**The clock network**

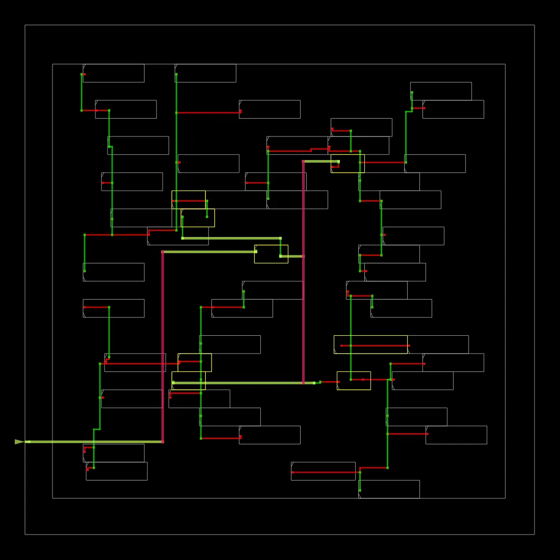
**The metal 1 layer**

Supply wires on this layer in grey.
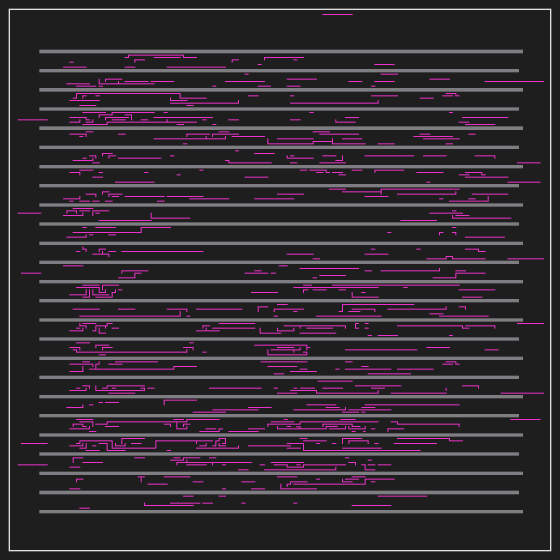
--- src/rtl/hrm_mem_arbiter.sv ---
// ---------------------------------------------------------------------------
// hrm_mem_arbiter
// Shares the single-port data RAM between the CPU datapath (port 0) and the
// debug/loader port (port 1). Each port performs one req/ack transaction; the
// arbiter picks a winner, drives exactly one RAM access and returns read data.
//
// Parameters
//   AW        RAM address width
//   DW        RAM data width
//   RD_LAT    RAM read latency in cycles after the issue cycle (1..3)
//   PRIORITY  0 = round-robin on ties, 1 = port 0 always wins ties
//
// Ports
//   clk, i_rst_n                      clock (rising edge), async active-low reset
//   req0/we0/addr0/wdata0             port 0 request (level, held until ack0)
//   ack0, rdata0                      port 0 one-cycle done pulse, read data
//   req1/we1/addr1/wdata1/ack1/rdata1 port 1, same as port 0
//   ram_en/ram_we/ram_addr/ram_wdata  registered RAM command
//   ram_rdata                         RAM read data
//   gnt                               one-hot owner from ISSUE through ACK
//   busy                              high whenever the arbiter is not IDLE
// ---------------------------------------------------------------------------
module hrm_mem_arbiter #(
    parameter int AW       = 8,
    parameter int DW       = 8,
    parameter int RD_LAT   = 1,
    parameter int PRIORITY = 0
) (
    input  logic          clk,
    input  logic          i_rst_n,
    input  logic          req0,
    input  logic          we0,
    input  logic [AW-1:0] addr0,
    input  logic [DW-1:0] wdata0,
    output logic          ack0,
    output logic [DW-1:0] rdata0,
    input  logic          req1,
    input  logic          we1,
    input  logic [AW-1:0] addr1,
    input  logic [DW-1:0] wdata1,
    output logic          ack1,
    output logic [DW-1:0] rdata1,
    output logic          ram_en,
    output logic          ram_we,
    output logic [AW-1:0] ram_addr,
    output logic [DW-1:0] ram_wdata,
    input  logic [DW-1:0] ram_rdata,
    output logic [1:0]    gnt,
    output logic          busy
);

    typedef enum logic [1:0] {
        IDLE  = 2'd0,
        ISSUE = 2'd1,
        WAIT  = 2'd2,
        ACK   = 2'd3
    } state_t;

    // The WAIT counter counts down to zero, so a latency of 1 means a single
    // WAIT cycle in which the RAM data is already valid.
    localparam logic [1:0] CNT_INIT = 2'(RD_LAT - 1);

    state_t        state_q, state_d;
    logic [1:0]    cnt_q, cnt_d;
    logic          last_gnt, last_d;
    logic          win1;
    logic [1:0]    gnt_d;
    logic          ram_en_d, ram_we_d;
    logic [AW-1:0] ram_addr_d;
    logic [DW-1:0] ram_wdata_d;
    logic          ack0_d, ack1_d;
    logic [DW-1:0] rdata0_d, rdata1_d;
    logic          busy_d;

    // Every output is a register: the next-state logic below computes the
    // value each output should take in the following cycle.
    always_ff @(posedge clk or negedge i_rst_n) begin
        if (!i_rst_n) begin
            state_q   <= IDLE;
            cnt_q     <= 2'd0;
            last_gnt  <= 1'b1;
            gnt       <= 2'b00;
            ram_en    <= 1'b0;
            ram_we    <= 1'b0;
            ram_addr  <= '0;
            ram_wdata <= '0;
            ack0      <= 1'b0;
            ack1      <= 1'b0;
            rdata0    <= '0;
            rdata1    <= '0;
            busy      <= 1'b0;
        end else begin
            state_q   <= state_d;
            cnt_q     <= cnt_d;
            last_gnt  <= last_d;
            gnt       <= gnt_d;
            ram_en    <= ram_en_d;
            ram_we    <= ram_we_d;
            ram_addr  <= ram_addr_d;
            ram_wdata <= ram_wdata_d;
            ack0      <= ack0_d;
            ack1      <= ack1_d;
            rdata0    <= rdata0_d;
            rdata1    <= rdata1_d;
            busy      <= busy_d;
        end
    end

    // Next-state and next-output logic. The RAM command is latched on the
    // IDLE->ISSUE edge so ram_en is high exactly during ISSUE and the
    // command fields hold their values afterwards.
    always_comb begin
        state_d     = state_q;
        cnt_d       = cnt_q;
        last_d      = last_gnt;
        gnt_d       = gnt;
        ram_en_d    = 1'b0;
        ram_we_d    = ram_we;
        ram_addr_d  = ram_addr;
        ram_wdata_d = ram_wdata;
        ack0_d      = 1'b0;
        ack1_d      = 1'b0;
        rdata0_d    = rdata0;
        rdata1_d    = rdata1;
        win1        = 1'b0;

        case (state_q)
            IDLE: begin
                if (req0 || req1) begin
                    // On a tie, round-robin hands the grant to the port that
                    // did not win last time.
                    if (req0 && req1) begin
                        win1 = (PRIORITY == 1) ? 1'b0 : ~last_gnt;
                    end else begin
                        win1 = req1;
                    end
                    last_d      = win1;
                    gnt_d       = win1 ? 2'b10 : 2'b01;
                    ram_en_d    = 1'b1;
                    ram_we_d    = win1 ? we1    : we0;
                    ram_addr_d  = win1 ? addr1  : addr0;
                    ram_wdata_d = win1 ? wdata1 : wdata0;
                    state_d     = ISSUE;
                end
            end
            ISSUE: begin
                if (ram_we) begin
                    ack0_d  = gnt[0];
                    ack1_d  = gnt[1];
                    state_d = ACK;
                end else begin
                    cnt_d   = CNT_INIT;
                    state_d = WAIT;
                end
            end
            WAIT: begin
                if (cnt_q == 2'd0) begin
                    if (gnt[1]) begin
                        rdata1_d = ram_rdata;
                    end else begin
                        rdata0_d = ram_rdata;
                    end
                    ack0_d  = gnt[0];
                    ack1_d  = gnt[1];
                    state_d = ACK;
                end else begin
                    cnt_d = cnt_q - 2'd1;
                end
            end
            ACK: begin
                gnt_d   = 2'b00;
                state_d = IDLE;
            end
            default: begin
                gnt_d   = 2'b00;
                state_d = IDLE;
            end
        endcase

        busy_d = (state_d != IDLE);
    end

endmodule

--- config.mk ---
export PLATFORM = sky130hd
export DESIGN_NAME = hrm_mem_arbiter
export DESIGN_NICKNAME = d
export VERILOG_FILES = /design/src/rtl/hrm_mem_arbiter.sv
export SDC_FILE = /design/constraint.sdc
export NUM_CORES = 1
export LEC_CHECK = 0
export CAP_MARGIN = 20
export CORE_MARGIN = 4
export CORE_UTILIZATION = 42
export CTS_CLUSTER_DIAMETER = 30
export DETAILED_ROUTE_END_ITERATION = 12
export PLACE_DENSITY = 0.89
export SLEW_MARGIN = 40
export SYNTH_ARGS = -nofsm -noshare
export SYNTH_HDL_FRONTEND = slang
export SYNTH_SLANG_ARGS = --single-unit
--- constraint.sdc ---
create_clock -name clk -period 2.35 [get_ports clk]
set_clock_uncertainty 0.15 [all_clocks]
set_input_delay 0.47 -clock clk [delete_from_list [all_inputs] [get_ports clk]]
set_output_delay 0.47 -clock clk [all_outputs]
set_load 0.01 [all_outputs]
==> COMMIT_EDITMSG <==
Record implementation results from latest flow run

* Antenna violations before repair: 0
- Multi-input gate area in the final layout: 772 sq um
* Total power after layout: 0.00386 W
- Placement-stage cell area: about 2800 sq um
- Placed cell count: between 300 and 400
- Cell Type Count: 29
- Max Cap Violations: 0
- Non-clock buffer share of cell area: 29.4%
- Number of synthesized register bits: 44
* Async SR Flop Fraction: 100%
- Static leakage: 1.26 nW
- Number of nets in the layout: 319
* Fraction of layout instances using a drive strength above 1: 13.0%
* Post-detailed-route count of antenna-violating nets: 0
- Die boundary width: roughly 77 microns
* Proportion of power drawn by the clock network: 15.9%
- Summing all multiplexer cells gives an area fraction of 9.68%.
* CTS tree: yes
* Number of top-level pins: 85
* Via-per-instance ratio: 4.98
- Final core utilization: between 60 and 70%
* Highest clock rate: 521 MHz
* Post-synthesis compound-gate area fraction: 11.8%
- At floorplan, the net count of the design was reported as 235.
- The via count of the first global-routing pass came to 1594.
- For reference, simple AND, OR, NAND and NOR cells occupy 14.4% of the area reported after synthesis.
* Required time of the worst setup path: 1.73 ns
- The smallest clock period supported by the final layout is computed as 1.92 ns.
- Main logic family after synthesis: simple AND/OR/NAND/NOR gates
- The largest cell class by area is flip-flops and latches.
* Sequential cell count: 44
* Slew margin rel.: 64.9%
* # DRC: 0
* Grt met3 use: approximately 8.0%
- Across the placement rows, the number of tap cells is between 50 and 60.
- At the end of routability-driven placement, the weighted congestion stood at 0.750.
* Status: completed
- Number of instances in the synthesized netlist: between 150 and 200
- Before placement the cells fill about 44% of the core.
* Non-CTS inverters: 8
- Per the detail_route log, met3 wirelength is 482 microns.
- The stage logs contain a warning count of 30.
- The library cell used most frequently in the layout, excluding fill and tap cells, is clkdlybuf4s50_1.
- Per the detail_route report, routed wire per instance is 13.3 microns.
- RSZ-0062 raised after global routing: false
- After routing the design area is 2970 sq um.
- I/O Buffers: 84
* Yosys Chip Area: 1980 sq um
- Max rail drop VDD: 0.646 mV
- Per the synthesis report, the dominant area consumer among library cells is dfrtp_1.
- In the final timing run, aggregate negative setup slack is 0 ns.
- Row generation in the floorplan step produced 24 rows.
- The script extracted a net switching power of 0.00126 W.
- Logic depth of the worst path, buffers included: 1
Back to the opening pictures, 'the clock network':
power attributed to the clock group: 0.000614 W
Inserted Clock Buffers: 5
Clock Buffer Count: 7

Back to the opening pictures, 'the metal 1 layer':
- wire length on this layer: 1580 microns
- share of all routed wire: 37%
- main direction: horizontal
- longest straight run: 17.9 microns
via count: 1599
global-route track usage on met1: 15.8%

timing repair:
action	in CTS	in global routing
setup buffers	0	0
endpoints found under the hold margin	1	0
hold buffers	1	0
sequential cells by signal, summed over array words and instances (netlist names), 2 cells and up:
signal     count
cnt_q          2
ram_addr       8
rdata1         8
state_q        2
ram_wdata      8
rdata0         8
gnt            2
path summary, 6_finish.rpt:
path,to,from,slack (ns)
min,cnt_q[1],cnt_q[1],0.34
max in group asynchronous,rdata1[7],i_rst_n,0.84
min reg2reg,cnt_q[1],cnt_q[1],0.34
max reg2reg,cnt_q[0],state_q[0],0.56
min in group asynchronous,ram_wdata[0],i_rst_n,0.54
max,gnt[1],gnt[1],0.43
Power figures rest on the tool's default switching activity, not on a simulated workload.
